**Clock wires, drivers and flops**

(12 px per um)
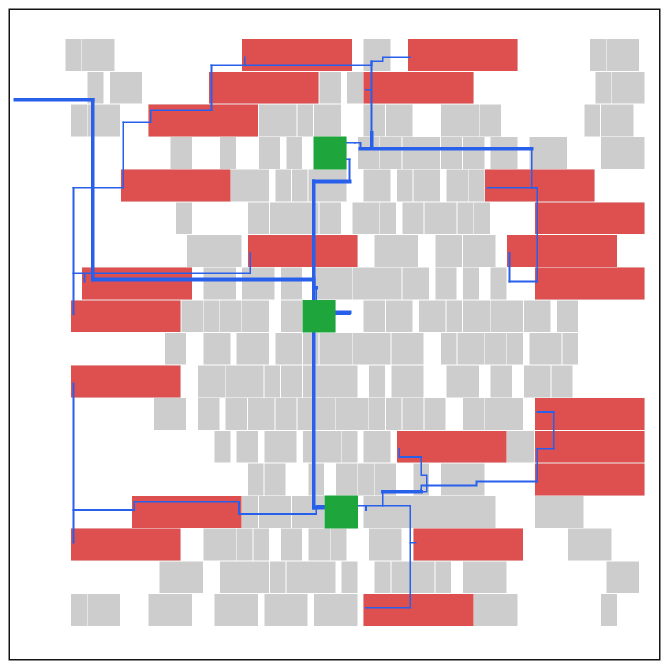
**Power grid**

(8 px per um) Pins as bars on the die edge.
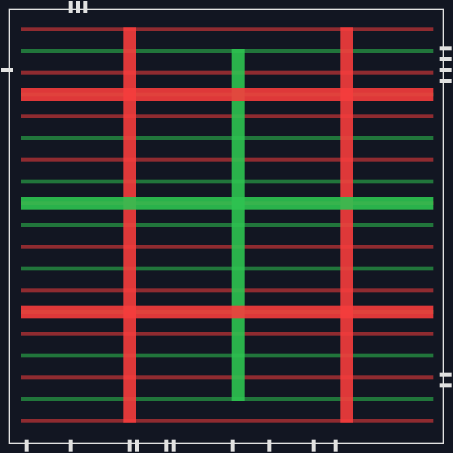
**Track usage over the die**

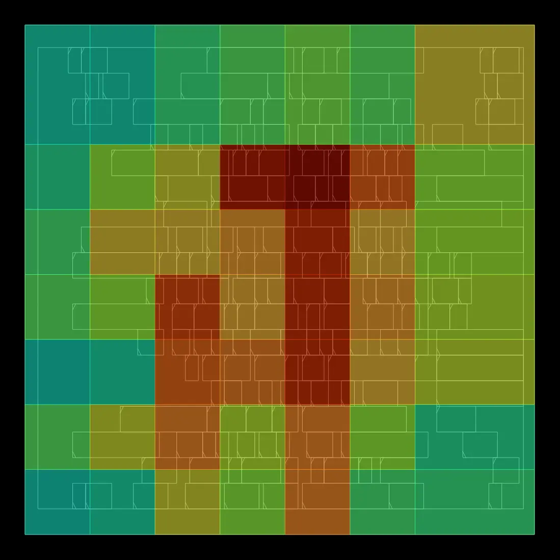
**Cell density map**

(4 px per um) 11 x 11 tiles, from white (low) to dark blue (high), 0 to 100% covered.
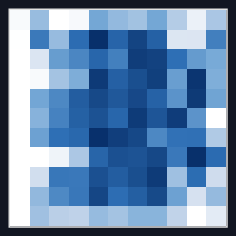
--- src/rtl/link_monitor.sv ---
// link_monitor: 100BASE-TX receive link supervisor.
// Qualifies PMD signal detect, enables the descrambler, waits for lock and
// restarts the descrambler on lock failure or loss.
// Optional build macro: LINK_MONITOR_STATS_EN enables the saturating
// lock-failure counter (fail_count / clear_count). Without it fail_count is 0.
module link_monitor #(
  parameter logic [15:0] STABILIZE_CYCLES = 16'd41250,
  parameter logic [15:0] ACQUIRE_TIMEOUT  = 16'd1250,
  parameter logic [15:0] RESTART_CYCLES   = 16'd16
) (
  input  logic       clk,
  input  logic       rst_n,
  input  logic       signal_detect,
  input  logic       locked,
  input  logic       test_mode_req,
  input  logic       clear_count,
  output logic       desc_enable,
  output logic       desc_test_mode,
  output logic       link_status,
  output logic [7:0] fail_count,
  output logic [2:0] state
);

  localparam int unsigned TIMER_W = 16;
  localparam int unsigned COUNT_W = 8;

  localparam logic [2:0] S_DOWN      = 3'd0;
  localparam logic [2:0] S_STABILIZE = 3'd1;
  localparam logic [2:0] S_ACQUIRE   = 3'd2;
  localparam logic [2:0] S_UP        = 3'd3;
  localparam logic [2:0] S_RESTART   = 3'd4;

  localparam logic [TIMER_W-1:0] STAB_LOAD    = TIMER_W'(STABILIZE_CYCLES - 16'd1);
  localparam logic [TIMER_W-1:0] ACQ_LOAD     = TIMER_W'(ACQUIRE_TIMEOUT - 16'd1);
  localparam logic [TIMER_W-1:0] RESTART_LOAD = TIMER_W'(RESTART_CYCLES - 16'd1);

  logic [2:0]         state_nxt;
  logic [TIMER_W-1:0] timer;
  logic [TIMER_W-1:0] timer_nxt;
  logic               test_mode_nxt;
  logic               fail_evt;

  // Next-state, timer and lock-failure decode; loss of signal detect wins.
  always_comb begin
    state_nxt     = state;
    timer_nxt     = timer;
    test_mode_nxt = desc_test_mode;
    fail_evt      = 1'b0;

    if (!signal_detect) begin
      state_nxt = S_DOWN;
      timer_nxt = STAB_LOAD;
    end else begin
      case (state)
        S_DOWN: begin
          state_nxt = S_STABILIZE;
          timer_nxt = STAB_LOAD;
        end
        S_STABILIZE: begin
          if (timer == '0) begin
            state_nxt = S_ACQUIRE;
            timer_nxt = ACQ_LOAD;
          end else begin
            timer_nxt = timer - TIMER_W'(1);
          end
        end
        S_ACQUIRE: begin
          if (locked) begin
            state_nxt = S_UP;
          end else if (timer == '0) begin
            state_nxt = S_RESTART;
            timer_nxt = RESTART_LOAD;
            fail_evt  = 1'b1;
          end else begin
            timer_nxt = timer - TIMER_W'(1);
          end
        end
        S_UP: begin
          if (!locked) begin
            state_nxt = S_RESTART;
            timer_nxt = RESTART_LOAD;
            fail_evt  = 1'b1;
          end
        end
        S_RESTART: begin
          if (timer == '0) begin
            state_nxt = S_ACQUIRE;
            timer_nxt = ACQ_LOAD;
          end else begin
            timer_nxt = timer - TIMER_W'(1);
          end
        end
        default: begin
          state_nxt = S_DOWN;
          timer_nxt = STAB_LOAD;
        end
      endcase
    end

    // Test mode is captured only when leaving DOWN and dropped on return.
    if (state_nxt == S_DOWN) begin
      test_mode_nxt = 1'b0;
    end else if (state == S_DOWN) begin
      test_mode_nxt = test_mode_req;
    end
  end

  // State, timer and outputs registered from the next state.
  always_ff @(posedge clk or negedge rst_n) begin
    if (!rst_n) begin
      state          <= S_DOWN;
      timer          <= '0;
      desc_enable    <= 1'b0;
      desc_test_mode <= 1'b0;
      link_status    <= 1'b0;
    end else begin
      state          <= state_nxt;
      timer          <= timer_nxt;
      desc_enable    <= (state_nxt == S_ACQUIRE) || (state_nxt == S_UP);
      desc_test_mode <= test_mode_nxt;
      link_status    <= (state_nxt == S_UP);
    end
  end

`ifdef LINK_MONITOR_STATS_EN
  // Saturating lock-failure counter; a failure coinciding with clear yields 1.
  always_ff @(posedge clk or negedge rst_n) begin
    if (!rst_n) begin
      fail_count <= '0;
    end else if (clear_count) begin
      fail_count <= fail_evt ? COUNT_W'(1) : COUNT_W'(0);
    end else if (fail_evt && (fail_count != {COUNT_W{1'b1}})) begin
      fail_count <= fail_count + COUNT_W'(1);
    end
  end
`else
  // Statistics disabled: counter tied off, clear request ignored.
  logic unused_stats;
  assign unused_stats = clear_count ^ fail_evt;
  assign fail_count   = '0;
`endif

endmodule

--- config.mk ---
export PLATFORM = sky130hd
export DESIGN_NAME = link_monitor
export DESIGN_NICKNAME = d
export VERILOG_FILES = /design/src/rtl/link_monitor.sv
export SDC_FILE = /design/constraint.sdc
export NUM_CORES = 1
export LEC_CHECK = 0
export CAP_MARGIN = 20
export CORE_UTILIZATION = 52
export CTS_CLUSTER_DIAMETER = 120
export CTS_CLUSTER_SIZE = 24
export DETAILED_ROUTE_END_ITERATION = 10
export GPL_TIMING_DRIVEN = 0
export PLACE_DENSITY = 0.87
export SLEW_MARGIN = 20
export SYNTH_ARGS = -nofsm -noshare
export SYNTH_HDL_FRONTEND = slang
export SYNTH_SLANG_ARGS = --single-unit
export TNS_END_PERCENT = 1
--- constraint.sdc ---
create_clock -name clk -period 3.6 [get_ports clk]
set_input_delay 0.36 -clock clk [delete_from_list [all_inputs] [get_ports clk]]
set_output_delay 0.36 -clock clk [all_outputs]
set_load 0.01 [all_outputs]
==> CHANGELOG.md <==
## Flow update

* Critical Path End: timer[14]$_DFFE_PN0P_
* RSZ-0062 raised after global routing: false
* Crit path depth at 5
* Sequential fraction of the synthesis area at 0.390
* R2R Setup Slk at roughly 1.1 ns
* Slew Limit Fails at 0
* CP Launch Point: timer[10]$_DFFE_PN0P_
* Top Layout Cells: dfrtp_1 (22), a21oi_1 (14), nor2_1 (13), nand2_1 (13)
* Syn Inst Count at roughly 170
* Leading power group: registers
* Final #Nets at 196
* Total grt overflow at 0
* GRT Max-Usage Layer: met2
* Sw Pwr at about 140 uW
* CTS resizes at 0
* Bufs w/o clock at 26
* Met3 Use GR at 0.0311
* Top logic family: AND-OR/OR-AND gates
* Outcome: complete, no violations
* Worst path max stage delay at ~0.57 ns
* # fillers at between 200 and 250
* Clock-pin slew on the worst setup and hold paths at 0.14 ns
* Slew HR at 0.401
* Data buffer area share at 0.128
* HPWL after detailed placement at 2260 um
* Invs w/o clock at 7
* Worst Hold Class: in2async
* Switching Share at 0.256
* Largest Register: timer
* Top sig layer: met4
* Hold WS at between 0.3 and 0.4 ns
* Multi-input combinational area share at 0.465
* Ys flop type: dfrtp_1
* # Cells Yosys at about 170
-- 'clock wires, drivers and flops' (at the start) --
[red] flip-flops | count: 22
[blue] clock wires | length: 284 um
[green] clock drivers | count: 3
routed clock nets: 4
worst skew pair latency: 0.33 ns
power share of the clock group: 0.359

-- 'power grid' (at the start) --
| colour | net |
|---|---|
| green | VDD |
| red | VSS |
met5 straps: 3
met1 rails: 19
met4 straps: 3
rows: 18
signal pins: 20
core area: 2520 um2
VDD IR max: 0.354 mV
Die Span X: 54.1 um
Die H: 54.1 um

-- 'track usage over the die' (at the start) --
global-route track usage on met2: 0.412
Finished Core Util: 0.649

-- 'cell density map' (at the start) --
fullest tile: 100%
nearly empty tiles: 12%
tiles over 75% full: 36%
densest ninth of the die: centre
Initial Util: 0.559

Power figures rest on the tool's default switching activity, not on a simulated workload.
